**src/rtl/core_pkg.sv**
```systemverilog
// Shared fetch definitions: state encoding, NOP word,
// default reset PC and datapath widths.
package core_pkg;
  localparam int XLEN = 32;
  localparam int ILEN = 32;
  localparam logic [XLEN-1:0] RESET_PC_DEF = 32'h0000_0000;
  localparam logic [ILEN-1:0] NOP_INSTR = 32'h0000_0013;

  typedef enum logic [2:0] {
    S_BOOT,
    S_REQ,
    S_WAIT,
    S_HOLD,
    S_TRAP
  } fetch_state_e;
endpackage

```
**src/rtl/core_fetch_skid.sv**
```systemverilog
// One-entry skid buffer for a response that arrives under stall.
// Ports: LOAD_I/DRAIN_I/FLUSH_I control; INSTR_I/PC_I in; VALID_O/INSTR_O/PC_O out.
module core_fetch_skid
  import core_pkg::*;
(
  input  logic            CLK,
  input  logic            NRST,
  input  logic            LOAD_I,
  input  logic            DRAIN_I,
  input  logic            FLUSH_I,
  input  logic [ILEN-1:0] INSTR_I,
  input  logic [XLEN-1:0] PC_I,
  output logic            VALID_O,
  output logic [ILEN-1:0] INSTR_O,
  output logic [XLEN-1:0] PC_O
);
  logic            valid_q;
  logic [ILEN-1:0] instr_q;
  logic [XLEN-1:0] pc_q;

  always_ff @(posedge CLK or negedge NRST) begin
    if (!NRST) begin
      valid_q <= 1'b0;
      instr_q <= NOP_INSTR;
      pc_q    <= '0;
    end else if (FLUSH_I) begin
      valid_q <= 1'b0;
    end else if (LOAD_I) begin
      valid_q <= 1'b1;
      instr_q <= INSTR_I;
      pc_q    <= PC_I;
    end else if (DRAIN_I) begin
      valid_q <= 1'b0;
    end
  end

  assign VALID_O = valid_q;
  assign INSTR_O = instr_q;
  assign PC_O    = pc_q;
endmodule

```
**src/rtl/pc_adder.sv**
```systemverilog
// PC update adder, shared by sequential fetch.
// Ports: ARG_I1, ARG_I2 operands; RES_O wrapped sum.
module pc_adder
  import core_pkg::*;
(
  input  logic [XLEN-1:0] ARG_I1,
  input  logic [XLEN-1:0] ARG_I2,
  output logic [XLEN-1:0] RES_O
);
  assign RES_O = ARG_I1 + ARG_I2;
endmodule

```
**src/rtl/core_fetch_ctrl.sv**
```systemverilog
// Fetch sequencer: owns fetch PC, drives imem req/gnt/rvalid, fills IF/ID.
// Ports: CLK/NRST, STALL, REDIRECT(+PC), IMEM_*, IFID_*; MISALIGN* with FETCH_MISALIGN_CHECK_EN.
module core_fetch_ctrl
  import core_pkg::*;
#(
  parameter logic [XLEN-1:0] RESET_PC = RESET_PC_DEF,
  parameter logic [XLEN-1:0] PC_INC   = 32'd4
) (
  input  logic            CLK,
  input  logic            NRST,
  input  logic            STALL,
  input  logic            REDIRECT,
  input  logic [XLEN-1:0] REDIRECT_PC,
  output logic            IMEM_REQ,
  output logic [XLEN-1:0] IMEM_ADDR,
  input  logic            IMEM_GNT,
  input  logic            IMEM_RVALID,
  input  logic [ILEN-1:0] IMEM_RDATA,
`ifdef FETCH_MISALIGN_CHECK_EN
  output logic            MISALIGN,
  output logic [XLEN-1:0] MISALIGN_ADDR,
`endif
  output logic            IFID_VALID,
  output logic [ILEN-1:0] IFID_INSTR,
  output logic [XLEN-1:0] IFID_PC
);
  fetch_state_e    state_q, state_d;
  logic [XLEN-1:0] fetch_pc_q, fetch_pc_d;
  logic [XLEN-1:0] req_pc_q, req_pc_d;
  logic            kill_q, kill_d;
  logic            ifid_v_q, ifid_v_d;
  logic [ILEN-1:0] ifid_instr_q, ifid_instr_d;
  logic [XLEN-1:0] ifid_pc_q, ifid_pc_d;

  logic            gnt_hs, ld_resp, ld_skid, skid_load;
  logic            skid_v;
  logic [ILEN-1:0] skid_instr;
  logic [XLEN-1:0] skid_pc;
  logic [XLEN-1:0] pc_seq, tgt;
  logic            stay_wait;

  pc_adder u_inc (
    .ARG_I1 (fetch_pc_q),
    .ARG_I2 (PC_INC),
    .RES_O  (pc_seq)
  );

  core_fetch_skid u_skid (
    .CLK     (CLK),
    .NRST    (NRST),
    .LOAD_I  (skid_load),
    .DRAIN_I (ld_skid),
    .FLUSH_I (REDIRECT),
    .INSTR_I (IMEM_RDATA),
    .PC_I    (req_pc_q),
    .VALID_O (skid_v),
    .INSTR_O (skid_instr),
    .PC_O    (skid_pc)
  );

  assign IMEM_REQ  = (state_q == S_REQ);
  assign IMEM_ADDR = fetch_pc_q;
  assign gnt_hs    = IMEM_REQ & IMEM_GNT;
  assign tgt       = REDIRECT_PC & ~32'h3;

`ifdef FETCH_MISALIGN_CHECK_EN
  logic            mis_q, mis_d;
  logic [XLEN-1:0] mis_addr_q, mis_addr_d;
  logic            bad_tgt;
  assign bad_tgt = |REDIRECT_PC[1:0];
`endif

  // A response is still owed after this cycle if a grant
  // happens now or one is pending without RVALID.
  assign stay_wait = gnt_hs
    | ((state_q == S_WAIT) & ~IMEM_RVALID)
    | ((state_q == S_TRAP) & kill_q & ~IMEM_RVALID);

  always_comb begin
    state_d      = state_q;
    fetch_pc_d   = fetch_pc_q;
    req_pc_d     = req_pc_q;
    kill_d       = kill_q;
    ifid_v_d     = ifid_v_q;
    ifid_instr_d = ifid_instr_q;
    ifid_pc_d    = ifid_pc_q;
    ld_resp      = 1'b0;
    ld_skid      = 1'b0;
    skid_load    = 1'b0;
`ifdef FETCH_MISALIGN_CHECK_EN
    mis_d        = mis_q;
    mis_addr_d   = mis_addr_q;
`endif
    if (gnt_hs) req_pc_d = fetch_pc_q;

    unique case (state_q)
      S_BOOT: state_d = S_REQ;
      S_REQ: begin
        if (IMEM_GNT) begin
          state_d    = S_WAIT;
          fetch_pc_d = pc_seq;
        end
      end
      S_WAIT: begin
        if (IMEM_RVALID) begin
          if (kill_q) begin
            kill_d  = 1'b0;
            state_d = S_REQ;
          end else if (!STALL) begin
            ld_resp = 1'b1;
            state_d = S_REQ;
          end else begin
            skid_load = 1'b1;
            state_d   = S_HOLD;
          end
        end
      end
      S_HOLD: begin
        if (!STALL) begin
          ld_skid = skid_v;
          state_d = S_REQ;
        end
      end
      S_TRAP: begin
        if (IMEM_RVALID) kill_d = 1'b0;
      end
      default: state_d = S_BOOT;
    endcase

    if (REDIRECT) begin
      ld_resp   = 1'b0;
      ld_skid   = 1'b0;
      skid_load = 1'b0;
`ifdef FETCH_MISALIGN_CHECK_EN
      mis_d      = bad_tgt;
      mis_addr_d = bad_tgt ? REDIRECT_PC : '0;
      if (bad_tgt) begin
        state_d    = S_TRAP;
        fetch_pc_d = fetch_pc_q;
        kill_d     = kill_d | stay_wait;
      end else
`endif
      begin
        fetch_pc_d = tgt;
        state_d    = stay_wait ? S_WAIT : S_REQ;
        kill_d     = stay_wait;
      end
    end

    if (ld_resp) begin
      ifid_v_d     = 1'b1;
      ifid_instr_d = IMEM_RDATA;
      ifid_pc_d    = req_pc_q;
    end else if (ld_skid) begin
      ifid_v_d     = 1'b1;
      ifid_instr_d = skid_instr;
      ifid_pc_d    = skid_pc;
    end else if (!STALL || REDIRECT) begin
      ifid_v_d = 1'b0;
    end
  end

  always_ff @(posedge CLK or negedge NRST) begin
    if (!NRST) begin
      state_q      <= S_BOOT;
      fetch_pc_q   <= RESET_PC;
      req_pc_q     <= '0;
      kill_q       <= 1'b0;
      ifid_v_q     <= 1'b0;
      ifid_instr_q <= NOP_INSTR;
      ifid_pc_q    <= '0;
    end else begin
      state_q      <= state_d;
      fetch_pc_q   <= fetch_pc_d;
      req_pc_q     <= req_pc_d;
      kill_q       <= kill_d;
      ifid_v_q     <= ifid_v_d;
      ifid_instr_q <= ifid_instr_d;
      ifid_pc_q    <= ifid_pc_d;
    end
  end

`ifdef FETCH_MISALIGN_CHECK_EN
  always_ff @(posedge CLK or negedge NRST) begin
    if (!NRST) begin
      mis_q      <= 1'b0;
      mis_addr_q <= '0;
    end else begin
      mis_q      <= mis_d;
      mis_addr_q <= mis_addr_d;
    end
  end

  assign MISALIGN      = mis_q;
  assign MISALIGN_ADDR = mis_addr_q;
`endif

  assign IFID_VALID = ifid_v_q;
  assign IFID_INSTR = ifid_instr_q;
  assign IFID_PC    = ifid_pc_q;
endmodule

```
**config.mk**
```make
export PLATFORM = sky130hd
export DESIGN_NAME = core_fetch_ctrl
export DESIGN_NICKNAME = d
export VERILOG_FILES = /design/src/rtl/core_pkg.sv /design/src/rtl/core_fetch_skid.sv /design/src/rtl/pc_adder.sv /design/src/rtl/core_fetch_ctrl.sv
export SDC_FILE = /design/constraint.sdc
export NUM_CORES = 1
export LEC_CHECK = 0
export CORE_MARGIN = 3
export CORE_UTILIZATION = 59
export CTS_CLUSTER_DIAMETER = 80
export DETAILED_ROUTE_END_ITERATION = 8
export PLACE_DENSITY = 0.93
export SETUP_SLACK_MARGIN = 0.2
export SLEW_MARGIN = 10
export SYNTH_ARGS = -nofsm -noshare
export SYNTH_HDL_FRONTEND = slang
export SYNTH_HIERARCHICAL = 1
export SYNTH_SLANG_ARGS = --single-unit
```
**constraint.sdc**
```tcl
create_clock -name CLK -period 6.5 [get_ports CLK]
set_input_delay 0.65 -clock CLK [delete_from_list [all_inputs] [get_ports CLK]]
set_output_delay 0.65 -clock CLK [all_outputs]
set_load 0.02 [all_outputs]
```
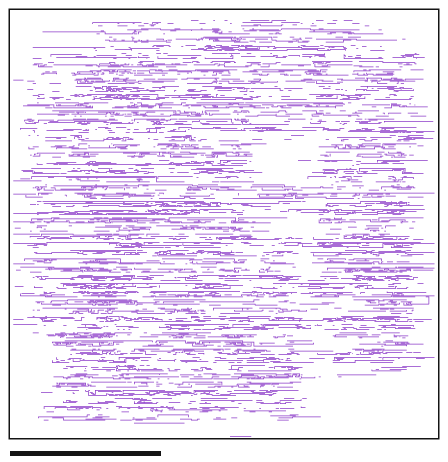
(run_1/m1.png)
Scale bar: 50 um.
longest straight run: 53.4 um
wire length on this layer: 12,000 um
share of all routed wire: 45%
via count: 8,106
final WL: 26,700 um
GRT met1 Usage: 0.385

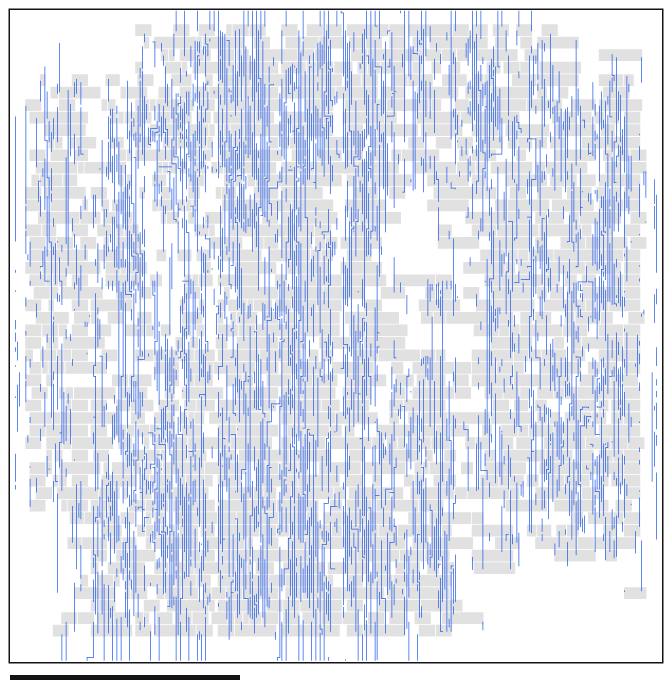
(run_1/m2.png)
Scale bar: 50 um. Cells faint in the background.
share of all routed wire: 48%
main direction: vertical
longest straight run: 43.5 um
nets with wire on the layer: 1,037
met2 usage: 0.431

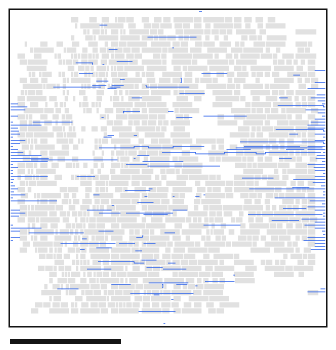
(run_1/m3.png)
Scale bar: 50 um. Cells faint in the background.
wire length on this layer: 1,550 um
share of all routed wire: 5.8%
nets with wire on the layer: 152
longest straight run: 38.6 um
main direction: horizontal
GR Util met3: 0.0468

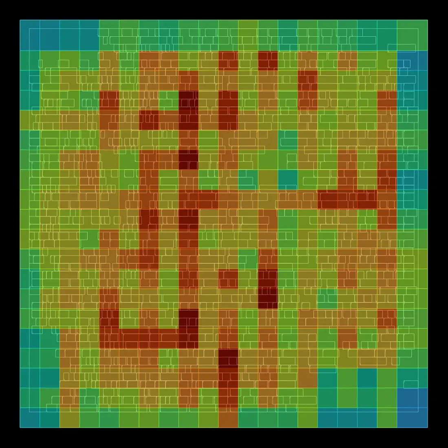
(run_1/congestion_map.png)
drt wl/cell: 20.2 um
GR peak layer: met2
total global-route track usage: 0.273
fin util: 0.726

==> impl_metrics.json, run 1 <==
{
  "io_buffers": 165,
  "finalSetupViolCount": 0,
  "layout_setup_ws_ns": 3.20,
  "viasPerCell": 6.11,
  "tightest_slew_ns": 1.13,
  "yosys.cell_count.top_type": "dfrtp_1",
  "highest_layer": "met4",
  "grt_pass1_wl_um": 44000,
  "min_period_ns": 3.30,
  "cellPowerDensity_nw_per_um2": 413,
  "numCtsBuffers": 17,
  "bufAreaShareNonClock": 0.131,
  "cts_setup_buffers": 0,
  "avgSynthCellArea_sq_um": 11.6,
  "postSynth.asyncResetShare": 1.00,
  "core-area_sq_um": 18000,
  "synthSimpleGateAreaFrac": 0.127,
  "status": "complete, no violations",
  "crit_arrival_ns": 3.62,
  "comb_share": 0.422,
  "tool_warnings": 30,
  "drive_above_1_share": 0.147,
  "fmax_ghz": 0.303,
  "synth_flops": 197,
  "clock_buffers": 17,
  "globalplace.congestion": 0.875,
  "internal-power_mw": 3.46,
  "num_rows": 49,
  "dieArea_sq_um": 20100,
  "worstSetupEndpointType": "flop",
  "maxPowerGroup": "combinational logic",
  "antenna_found_initial": 0,
  "yosysSeqAreaShare": 0.454,
  "total_power_mw": 5.40,
  "leakagePower_nw": 5.82,
  "min_path_type": "input pin to async pin",
  "worst-path-buf-inv": 2,
  "comb_area_sq_um": 5520,
  "yosysWarningCount": 6,
  "crit_path_end": "u_skid/PC_O[19]",
  "crit_type": "input pin to flop",
  "yosys.area.top_type_share": 0.440,
  "num-multi-input-gates": 686
}
==> run 2, diff against run 1 <==
Settings changed: CORE_UTILIZATION 59 to 55, PLACE_DENSITY 0.93 to 0.88.
Clock period 6.5 ns to 3.2 ns, I/O delays scaled along.
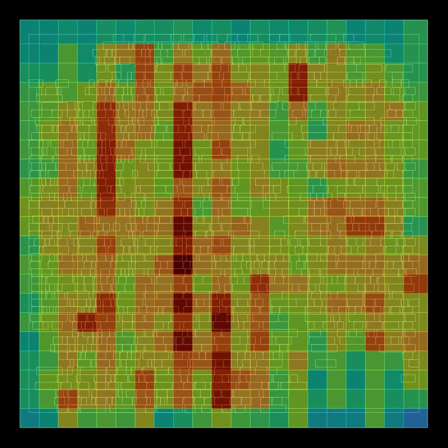
(run_2/congestion_map.png)
met2 usage: 0.391
GRT met1 Usage: 0.349
fin util: 0.698
total global-route track usage: 0.244

==> impl_metrics.json, run 2 <==
{
  "viasPerCell": 5.87,
  "drt_wl_total_um": 26400,
  "clock_buffers": 18,
  "status": "complete, no violations",
  "antenna_found_initial": 1,
  "tool_warnings": 28,
  "bufAreaShareNonClock": 0.140,
  "min_path_type": "input pin to flop",
  "cellPowerDensity_nw_per_um2": 831,
  "crit_type": "flop to flop",
  "yosys.cell_count.top_type": "dfrtp_1",
  "yosysSeqAreaShare": 0.454,
  "num_rows": 50,
  "tightest_slew_ns": 0.936,
  "comb_share": 0.415,
  "crit_arrival_ns": 3.07,
  "grt_use_met3": 0.0391,
  "finalSetupViolCount": 0,
  "internal-power_mw": 7.23,
  "grt_pass1_wl_um": 42900,
  "num-multi-input-gates": 686,
  "numCtsBuffers": 17,
  "io_buffers": 165,
  "avgSynthCellArea_sq_um": 11.6,
  "comb_area_sq_um": 5530,
  "dieArea_sq_um": 21500,
  "yosysWarningCount": 6,
  "drive_above_1_share": 0.155,
  "synthSimpleGateAreaFrac": 0.127,
  "worstSetupEndpointType": "flop",
  "globalplace.congestion": 0.870,
  "core-area_sq_um": 19100,
  "cts_setup_buffers": 0,
  "highest_layer": "met4"
}
